## src/rtl/haar_dwt_ml.sv

```systemverilog
// Multi-level streaming Haar DWT engine.
// Buffers one frame of N = 2^LOG2_LEN signed samples and computes 1..LOG2_LEN
// levels in place (one pair per cycle). It then streams the coefficients in
// Mallat order with level/type tags under output backpressure.
module haar_dwt_ml #(
    parameter int DATA_WIDTH = 8,
    parameter int LOG2_LEN   = 3
) (
    input  logic                  clk,
    input  logic                  rst,
    input  logic [DATA_WIDTH-1:0] din,
    input  logic                  in_valid,
    output logic                  in_ready,
    input  logic [3:0]            cfg_levels,
    output logic [DATA_WIDTH-1:0] dout,
    output logic                  out_valid,
    input  logic                  out_ready,
    output logic                  out_is_detail,
    output logic [3:0]            out_level,
    output logic                  out_last,
    output logic                  done
);

    localparam int unsigned N  = 1 << LOG2_LEN;
    localparam int          IW = LOG2_LEN;

    typedef enum logic [1:0] {
        LOAD,
        COMPUTE,
        OUTPUT
    } state_t;

    state_t state, state_next;

    // Frame buffers: work holds samples, then approximations in place;
    // det holds detail coefficients at their Mallat positions.
    logic [DATA_WIDTH-1:0] work [N];
    logic [DATA_WIDTH-1:0] det  [N];

    logic [IW-1:0] load_cnt;
    logic [IW-1:0] pair_idx;
    logic [IW-1:0] out_idx;
    logic [3:0]    levels;
    logic [3:0]    lvl_cnt;
    logic          primed;
    logic          done_r;

    logic                         in_fire;
    logic                         out_fire;
    logic                         last_load;
    logic                         last_pair;
    logic                         last_level;
    logic                         last_beat;
    logic [IW:0]                  half;
    logic [IW:0]                  n_approx;
    logic [IW-1:0]                idx0;
    logic [IW-1:0]                idx1;
    logic [IW-1:0]                idx_det;
    logic signed [DATA_WIDTH-1:0] x0;
    logic signed [DATA_WIDTH-1:0] x1;
    logic signed [DATA_WIDTH:0]   sum_c;
    logic signed [DATA_WIDTH:0]   diff_c;
    logic signed [DATA_WIDTH-1:0] approx_c;
    logic signed [DATA_WIDTH-1:0] detail_c;
    logic [3:0]                   cfg_clamped;
    logic [3:0]                   det_level;

    assign in_fire    = (state == LOAD) && in_valid;
    assign out_fire   = out_valid && out_ready;
    assign last_load  = (load_cnt == IW'(N - 1));
    assign half       = (IW + 1)'(N >> lvl_cnt);
    assign n_approx   = (IW + 1)'(N >> levels);
    assign last_pair  = (pair_idx == IW'(half - 1'b1));
    assign last_level = (lvl_cnt == levels);
    assign last_beat  = (out_idx == IW'(N - 1));
    assign done       = done_r;

    // Pair arithmetic: sum/difference at DATA_WIDTH+1 bits, floor halving.
    always_comb begin
        idx0     = IW'({pair_idx, 1'b0});
        idx1     = idx0 | IW'(1);
        idx_det  = IW'(half) + pair_idx;
        x0       = work[idx0];
        x1       = work[idx1];
        sum_c    = {x0[DATA_WIDTH-1], x0} + {x1[DATA_WIDTH-1], x1};
        diff_c   = {x0[DATA_WIDTH-1], x0} - {x1[DATA_WIDTH-1], x1};
        approx_c = DATA_WIDTH'(sum_c >>> 1);
        detail_c = DATA_WIDTH'(diff_c >>> 1);
    end

    // Clamp requested level count into 1..LOG2_LEN.
    always_comb begin
        if (cfg_levels == '0)
            cfg_clamped = 4'd1;
        else if (cfg_levels > 4'(LOG2_LEN))
            cfg_clamped = 4'(LOG2_LEN);
        else
            cfg_clamped = cfg_levels;
    end

    // Level of a detail coefficient: N>>l <= j < N>>(l-1).
    always_comb begin
        det_level = '0;
        for (int unsigned l = 1; l <= LOG2_LEN; l++) begin
            if ((32'(out_idx) >= (N >> l)) && (32'(out_idx) < (N >> (l - 1))))
                det_level = 4'(l);
        end
    end

    // State register.
    always_ff @(posedge clk or posedge rst) begin
        if (rst)
            state <= LOAD;
        else
            state <= state_next;
    end

    // Next-state logic.
    always_comb begin
        state_next = state;
        case (state)
            LOAD:    if (in_fire && last_load) state_next = COMPUTE;
            COMPUTE: if (last_pair && last_level) state_next = OUTPUT;
            OUTPUT:  if (out_fire && last_beat) state_next = LOAD;
            default: state_next = LOAD;
        endcase
    end

    // Output decode. out_valid waits one cycle after entering OUTPUT (primed).
    always_comb begin
        in_ready      = 1'b0;
        out_valid     = 1'b0;
        dout          = '0;
        out_is_detail = 1'b0;
        out_level     = '0;
        out_last      = 1'b0;
        case (state)
            LOAD: in_ready = !rst;
            OUTPUT: begin
                if (primed) begin
                    out_valid = 1'b1;
                    out_last  = last_beat;
                    if ({1'b0, out_idx} < n_approx) begin
                        dout      = work[out_idx];
                        out_level = levels;
                    end else begin
                        dout          = det[out_idx];
                        out_is_detail = 1'b1;
                        out_level     = det_level;
                    end
                end
            end
            default: ;
        endcase
    end

    // Control counters, latched level count, output priming and done pulse.
    always_ff @(posedge clk or posedge rst) begin
        if (rst) begin
            load_cnt <= '0;
            pair_idx <= '0;
            lvl_cnt  <= '0;
            out_idx  <= '0;
            levels   <= '0;
            primed   <= 1'b0;
            done_r   <= 1'b0;
        end else begin
            done_r <= 1'b0;
            case (state)
                LOAD: begin
                    if (in_fire) begin
                        if (load_cnt == '0)
                            levels <= cfg_clamped;
                        load_cnt <= load_cnt + 1'b1;
                        if (last_load) begin
                            pair_idx <= '0;
                            lvl_cnt  <= 4'd1;
                        end
                    end
                end
                COMPUTE: begin
                    if (last_pair) begin
                        pair_idx <= '0;
                        lvl_cnt  <= lvl_cnt + 1'b1;
                        out_idx  <= '0;
                    end else begin
                        pair_idx <= pair_idx + 1'b1;
                    end
                end
                OUTPUT: begin
                    primed <= 1'b1;
                    if (out_fire) begin
                        out_idx <= out_idx + 1'b1;
                        if (last_beat) begin
                            primed <= 1'b0;
                            done_r <= 1'b1;
                        end
                    end
                end
                default: ;
            endcase
        end
    end

    // Frame buffer writes; in-place work[i] never overtakes reads of 2i, 2i+1.
    always_ff @(posedge clk) begin
        if (in_fire) begin
            work[load_cnt] <= din;
        end else if (state == COMPUTE) begin
            work[pair_idx] <= approx_c;
            det[idx_det]   <= detail_c;
        end
    end

endmodule

```

## config.mk

```make
export PLATFORM = sky130hd
export DESIGN_NAME = haar_dwt_ml
export DESIGN_NICKNAME = d
export VERILOG_FILES = /design/src/rtl/haar_dwt_ml.sv
export SDC_FILE = /design/constraint.sdc
export NUM_CORES = 1
export LEC_CHECK = 0
export ABC_CLOCK_PERIOD_IN_PS = 4650
export CAP_MARGIN = 10
export CORE_ASPECT_RATIO = 2
export CORE_MARGIN = 5
export CORE_UTILIZATION = 50
export CTS_CLUSTER_DIAMETER = 30
export CTS_CLUSTER_SIZE = 30
export DETAILED_ROUTE_END_ITERATION = 6
export GPL_TIMING_DRIVEN = 0
export PLACE_DENSITY = 0.68
export SLEW_MARGIN = 30
export SYNTH_ARGS = -nofsm -noshare
export SYNTH_HDL_FRONTEND = slang
export SYNTH_SLANG_ARGS = --single-unit
```

## constraint.sdc

```tcl
create_clock -name clk -period 4.65 [get_ports clk]
set_clock_uncertainty 0.05 [all_clocks]
set_input_delay 0.93 -clock clk [delete_from_list [all_inputs] [get_ports clk]]
set_output_delay 0.93 -clock clk [all_outputs]
set_load 0.03 [all_outputs]
```

==> flow_summary_export.csv, run 1 <==
group,metric,value,unit
drt,wirelength,17350,um
timing,slew_violations,0,
worst_setup_path,cpPeakStageDelay,660,ps
place,place_ws,-24.73,ps
timing,worst_slew_pin_slew,866.7,ps
synth,area_leaders,"edfxtp_1 (51%), mux4_2 (14%), dfrtp_1 (7.0%), ha_1 (4.4%), mux2i_1 (2.1%)",
worst_setup_path,path_cells,"nor3b_1 -> nand2_1 -> ha_1 -> o21ai_0 -> a31oi_1 -> a2bb2oi_1 -> buf_2 -> buf_4 -> nand2_1 -> inv_1 -> clkdlybuf4s50_1",
final_layout,fin_area,8705,um2
drt,vias,4519,
final_layout,buffer_area_frac,0.05290,
synth,synth-seq-cells,149,
final_layout,finalCoreUtilization,0.5905,
place,dp.final_hpwl,12910,um
final_layout,reg_top3,"det (64), work (64)",
timing,max-slew-margin-rel,0.4201,
drt,drt_pass1_iterations,4,
final_layout,clk_share,0.06813,
timing,fin_crit,4380,ps
global_routing,grtUsageMet3,0.03982,
final_layout,mi_logic_area,2944,um2
global_routing,grt_busiest_layer,"met2",
final_layout,largest_class,"sequential cells",
worst_hold_path,hp-class,"flip-flop to flip-flop",
clocking,clockBufferDepth,2,
worst_setup_path,arrival,3400,ps
synth,synthCells,509,
worst_setup_path,cp_top_family,"buffers and inverters",
final_layout,sh_comb_area,0.3382,
drt,drc,0,
clocking,cts_buffers,17,
synth,yosysTopAreaCellShare,0.5144,
drt,met2_length,10230,um
flow_run,timing.max_cap.violations,0,
clocking,clockRootBuffer,"clkbuf_16",
clocking,tritoncts,"yes",
synth,ys_warn_count,0,
global_routing,grt_max_degree,22,
worst_setup_path,rr_startpoint,"pair_idx[1]",
synth,ys_cells,509,
clocking,post_cts_buffers,0,
clocking,ctsResizeCount,1,
synth,async_flop_share,0.1409,
floorplan,coreArea,14740,um2
synth,ys_sh_xor,0.02528,
flow_run,stage_log_warnings,35,
synth,postSynthSeqShare,0.5847,
drt,dr.max_layer_used,"met4",
place,portBuffers,32,
drt,wl_per_cell,22.56,um
timing,report.final.hold_viol_count,0,
synth,yosys-top-cells-count,"edfxtp_1 (128), mux4_2 (48), nand2_1 (33)",
final_layout,syn_to_final_growth,16.49,%
synth,yosysMostFrequentCell,"edfxtp_1",
worst_setup_path,rrSetupSlack,470,ps
timing,finalSetupTns,0,ps
synth,ys_sh_aoi,0.06028,
clocking,cts_max_level,4,
outcome,status,"completed",
synth,edf_count,128,
floorplan,num_io_pins,33,
final_layout,seqCellArea,4369,um2
worst_setup_path,crit_fanout,10,
synth,syn-num-nets,554,
worst_setup_path,critical_path_depth,11,
place,place.gp.congestion,0.8618,
worst_hold_path,hold_path_depth,2,
synth,synth_top_cell_by_area,"edfxtp_1",
worst_setup_path,slowest_stage,"clkdlybuf4s50_1",
final_layout,lay_top_count,"edfxtp_1",
final_layout,final_cell_mix,"edfxtp_1 (128), mux4_2 (48), nand2_1 (33)",
timing,setup_ws,269.5,ps
timing,finalSetupViolCount,0,
place,place_inst,738,
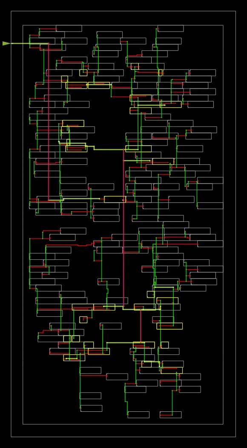
Run 1: the clock network
clk_buf instances: 17
flop count: 149

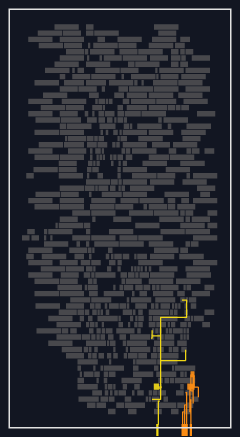
Run 1: wires at chosen ports, followed through buffers
- orange: cfg_levels (bits 4; direction input; edge bottom; end cells 2; buffers 4; wire 90.8 um)
- yellow: out_valid (bits 1; direction output; edge bottom; end cells 1; buffers 2; wire 97.8 um)

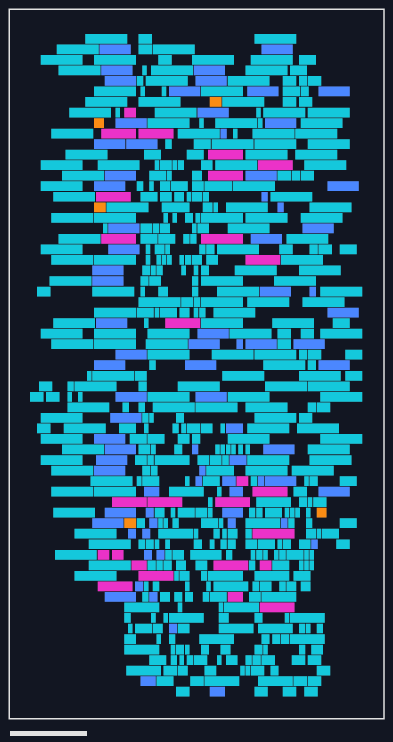
Run 1: sizing map
Scale bar: 20 um.
- magenta: x6 and larger (cells 26; most used clkbuf_16)
- blue: x2 (cells 77; most used mux4_2)
- cyan: x1 and smaller (cells 466; most used edfxtp_1)
- orange: x3 and x4 (cells 5; most used clkinv_4)

## Run 2: what changed since run 1
Settings changed: SKIP_LAST_GASP from default to 1.
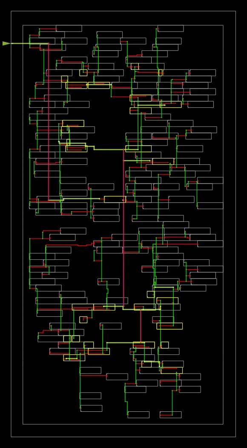
Run 2: the clock network
clk_lat worst skew: 430 ps
clock sink count: 149
Num CTS Buffers: 17

==> run 2 against run 1 <==
Count of clock-buffer cells in the layout is the same. Die size is the same. Cell area is the same.
==> flow_summary_export.csv, run 2 <==
group,metric,value,unit
outcome,status,"completed",
drt,wl_met1,6232,um
place,dp.final_hpwl,12910,um
clocking,post_cts_buffers,0,
floorplan,num_io_pins,33,
worst_setup_path,cpPeakStageDelay,660,ps
worst_setup_path,cp_top_family,"buffers and inverters",
final_layout,final_cell_mix,"edfxtp_1 (128), mux4_2 (48), nand2_1 (33)",
drt,drc,0,
final_layout,sh_comb_area,0.3382,
global_routing,grtUsageMet3,0.03982,
synth,syn-num-nets,554,
timing,fin_crit,4380,ps
drt,met2_length,10230,um
final_layout,reg_top3,"det (64), work (64)",
synth,edf_count,128,
clocking,ctsResizeCount,1,
worst_setup_path,critical_path_depth,11,
worst_hold_path,hold_path_depth,2,
drt,wl_per_cell,22.56,um
worst_setup_path,cp.required,3670,ps
floorplan,coreArea,14740,um2
final_layout,finalCoreUtilization,0.5905,
clocking,cts_hold_buf,0,
synth,synth-seq-cells,149,
final_layout,syn_to_final_growth,16.49,%
worst_setup_path,slowest_stage,"clkdlybuf4s50_1",
final_layout,clkbuf_count,17,
synth,yosys-top-cells-count,"edfxtp_1 (128), mux4_2 (48), nand2_1 (33)",
worst_hold_path,worstHoldEndpoint,"primed",
synth,ys_sh_aoi,0.06028,
clocking,tritoncts,"yes",
synth,simple_gate_area_frac,0.08054,
final_layout,buffer_area_frac,0.05290,
global_routing,grt_max_degree,22,
worst_setup_path,crit_fanout,10,
place,place_ws,-24.73,ps
synth,synth_top_cell_by_area,"edfxtp_1",
synth,yosysTopAreaCellShare,0.5144,
worst_hold_path,hp-class,"flip-flop to flip-flop",
synth,async_flop_share,0.1409,
final_layout,seqCellArea,4369,um2
final_layout,clk_share,0.06813,
synth,fa_ha_area_frac,0.05157,
worst_setup_path,path_cells,"nor3b_1 -> nand2_1 -> ha_1 -> o21ai_0 -> a31oi_1 -> a2bb2oi_1 -> buf_2 -> buf_4 -> nand2_1 -> inv_1 -> clkdlybuf4s50_1",
global_routing,grt_util_met2,0.4064,
drt,dr.max_layer_used,"met4",
timing,slew_violations,0,
synth,ys_cells,509,
clocking,clockRootBuffer,"clkbuf_16",
place,portBuffers,32,
drt,wirelength,17350,um
place,place.gp.congestion,0.8618,
timing,report.final.hold_viol_count,0,
worst_setup_path,r2r-end,"work[4][6]",
timing,finalSetupTns,0,ps
timing,setup_ws,269.5,ps
worst_setup_path,rr_startpoint,"pair_idx[1]",
synth,postSynthSeqShare,0.5847,
flow_run,timing.max_cap.violations,0,
timing,worst_slew_pin_slew,866.7,ps
final_layout,fin_area,8705,um2
final_layout,lay_top_count,"edfxtp_1",
place,place_inst,738,
final_layout,flops,149,
floorplan,die_area,17640,um2
final_layout,sh_seq_area,0.5019,
timing,finalSetupViolCount,0,
synth,synthCells,509,
clocking,clockBufferDepth,2,
synth,ys_warn_count,0,
global_routing,grt_busiest_layer,"met2",
synth,ys_sh_xor,0.02528,
worst_setup_path,arrival,3400,ps
final_layout,largest_class,"sequential cells",
worst_setup_path,rrSetupSlack,470,ps
final_layout,mi_logic_area,2944,um2
timing,fmax,228.3,MHz
clocking,cts_max_level,4,
drt,vias,4519,
synth,area_leaders,"edfxtp_1 (51%), mux4_2 (14%), dfrtp_1 (7.0%), ha_1 (4.4%), mux2i_1 (2.1%)",
synth,yosysMostFrequentCell,"edfxtp_1",
drt,drt_pass1_iterations,4,
flow_run,stage_log_warnings,35,
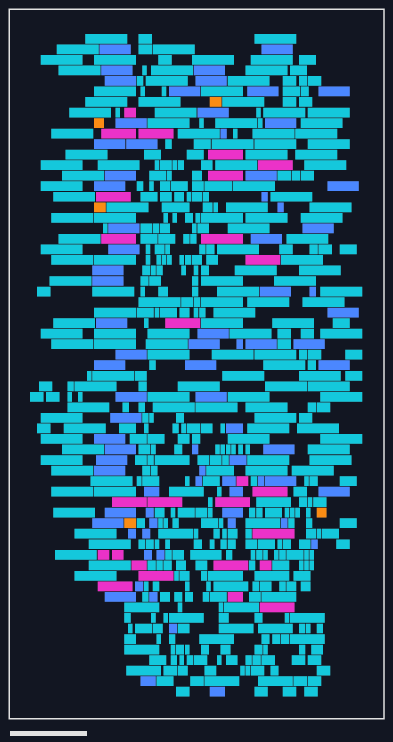
Run 2: sizing map
Scale bar: 20 um.
- magenta: x6 and larger (cells 26; most used clkbuf_16)
- cyan: x1 and smaller (cells 466; most used edfxtp_1)
- orange: x3 and x4 (cells 5; most used clkinv_4)
- blue: x2 (cells 77; most used mux4_2)

## Run 3: what changed since run 2
Settings changed: CTS_CLUSTER_SIZE 30 to default.
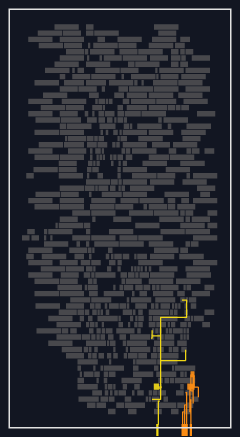
Run 3: wires at chosen ports, followed through buffers
- orange: cfg_levels (bits 4; direction input; edge bottom; end cells 2; buffers 4; wire 90.8 um)
- yellow: out_valid (bits 1; direction output; edge bottom; end cells 1; buffers 2; wire 97.8 um)

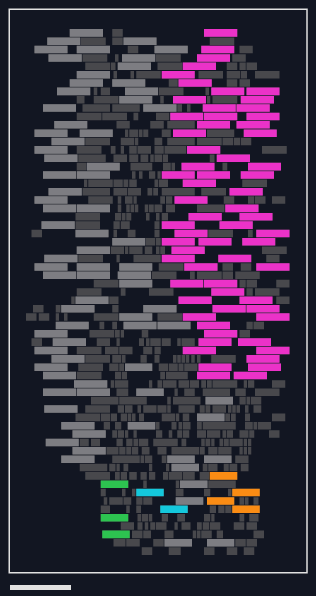
Run 3: sequential cells grouped by signal name
Scale bar: 20 um. Other sequential cells in the stronger grey, the rest of the logic in the fainter grey.
- green: load_cnt (sequential cells 3)
- orange: levels (sequential cells 4; where lower right)
- cyan: state (sequential cells 2)
- magenta: det (sequential cells 64)
- not coloured: 76

==> run 3 against run 2 <==
Sequential share of layout area is the same. Register-to-register slack barely moved. Global-route usage unchanged. Wire length unchanged. Cell area did not move. Fmax is the same. Critical path type unchanged. Largest cell class unchanged.
==> flow_summary_export.csv, run 3 <==
group,metric,value,unit
outcome,status,"completed",
place,placed_area,8077,um2
final_layout,sh_comb_area,0.3382,
timing,max-slew-margin-rel,0.4201,
worst_hold_path,worstHoldEndpoint,"primed",
timing,slew_violations,0,
drt,wirelength,17350,um
worst_setup_path,arrival,3400,ps
final_layout,sh_seq_area,0.5019,
final_layout,syn_to_final_growth,16.49,%
synth,ys_sh_aoi,0.06028,
timing,setup_ws,269.5,ps
clocking,cts_hold_buf,0,
floorplan,die_h,182.9,um
worst_setup_path,slowest_stage,"clkdlybuf4s50_1",
final_layout,finalCoreUtilization,0.5905,
clocking,clockBufferDepth,2,
synth,fa_ha_area_frac,0.05157,
synth,ys_warn_count,0,
global_routing,grtUsageMet3,0.03982,
place,place.gp.congestion,0.8618,
worst_setup_path,crit_fanout,10,
place,portBuffers,32,
final_layout,clk_share,0.06813,
synth,ys_sh_xor,0.02528,
synth,topCombFamilyByArea,"multiplexers",
floorplan,die_w,96.44,um
drt,wl_met1,6232,um
timing,worst_slew_pin_slew,866.7,ps
global_routing,grt_busiest_layer,"met2",
final_layout,mi_logic_area,2944,um2
final_layout,inverters,25,
synth,synth-seq-cells,149,
floorplan,coreArea,14740,um2
timing,fin_crit,4380,ps
floorplan,rows,63,
worst_setup_path,endpoint_kind,"output pin",
worst_setup_path,setup.worst_path.start,"levels[3]",
final_layout,reg_top3,"det (64), work (64)",
clocking,clkTransAtPathRegs,60,ps
worst_hold_path,hp-class,"flip-flop to flip-flop",
synth,synth_top_cell_by_area,"edfxtp_1",
final_layout,fin_area,8705,um2
synth,synthCells,509,
clocking,clockRootBuffer,"clkbuf_16",
drt,wl_per_cell,22.56,um
worst_setup_path,cp.required,3670,ps
synth,ys_types,52,
worst_setup_path,r2r-end,"work[4][6]",
floorplan,num_io_pins,33,
global_routing,grt_pass1_wl,27490,um
timing,report.final.hold_viol_count,0,
clocking,cts_max_level,4,
final_layout,clkbuf_count,17,
place,place_ws,-24.73,ps
worst_hold_path,hold_path_depth,2,
synth,yosys-top-cells-count,"edfxtp_1 (128), mux4_2 (48), nand2_1 (33)",
drt,drc,0,
synth,ys_cells,509,
worst_setup_path,reg2reg_depth,10,
final_layout,seqCellArea,4369,um2
final_layout,largest_class,"sequential cells",
synth,synth.mux.area_fraction,0.1706,
global_routing,grt_max_degree,22,
clocking,post_cts_buffers,0,
synth,simple_gate_area_frac,0.08054,
drt,dr.max_layer_used,"met4",
synth,syn-num-nets,554,
place,place_inst,738,
worst_setup_path,critPathCapture,"out_is_detail",
global_routing,grt_util_met2,0.4064,
timing,fmax,228.3,MHz
worst_setup_path,rrSetupSlack,470,ps
final_layout,buffer_area_frac,0.05290,
final_layout,flops,149,
flow_run,stage_log_warnings,35,
drt,drt_pass1_iterations,4,
synth,yosysMostFrequentCell,"edfxtp_1",
flow_run,timing.max_cap.violations,0,
worst_setup_path,path_cells,"nor3b_1 -> nand2_1 -> ha_1 -> o21ai_0 -> a31oi_1 -> a2bb2oi_1 -> buf_2 -> buf_4 -> nand2_1 -> inv_1 -> clkdlybuf4s50_1",
worst_setup_path,rr_startpoint,"pair_idx[1]",
final_layout,final_cell_mix,"edfxtp_1 (128), mux4_2 (48), nand2_1 (33)",
drt,vias,4519,
clocking,cts_sinks,149,
final_layout,lay_top_count,"edfxtp_1",
final_layout,comb_cells,310,
global_routing,grtUsageMet1,0.2364,
synth,area_leaders,"edfxtp_1 (51%), mux4_2 (14%), dfrtp_1 (7.0%), ha_1 (4.4%), mux2i_1 (2.1%)",
drt,met2_length,10230,um
worst_setup_path,critical_path_depth,11,
timing,timing.hold.ws,540.5,ps
clocking,ctsResizeCount,1,
synth,edf_count,128,
worst_setup_path,cpPeakStageDelay,660,ps
final_layout,n_antenna_cell,0,
timing,finalSetupViolCount,0,
synth,yosysTopAreaCellShare,0.5144,
synth,async_flop_share,0.1409,
worst_setup_path,path_buffers,4,
synth,postSynthSeqShare,0.5847,
clocking,cts_buffers,17,
clocking,insertion_delay,430,ps
place,dp.final_hpwl,12910,um
synth,ys.flop_type,"edfxtp_1",
floorplan,die_area,17640,um2
drt,vias_per_cell,5.876,
worst_setup_path,cp_top_family,"buffers and inverters",
clocking,tritoncts,"yes",
global_routing,overflow,0,
timing,finalSetupTns,0,ps
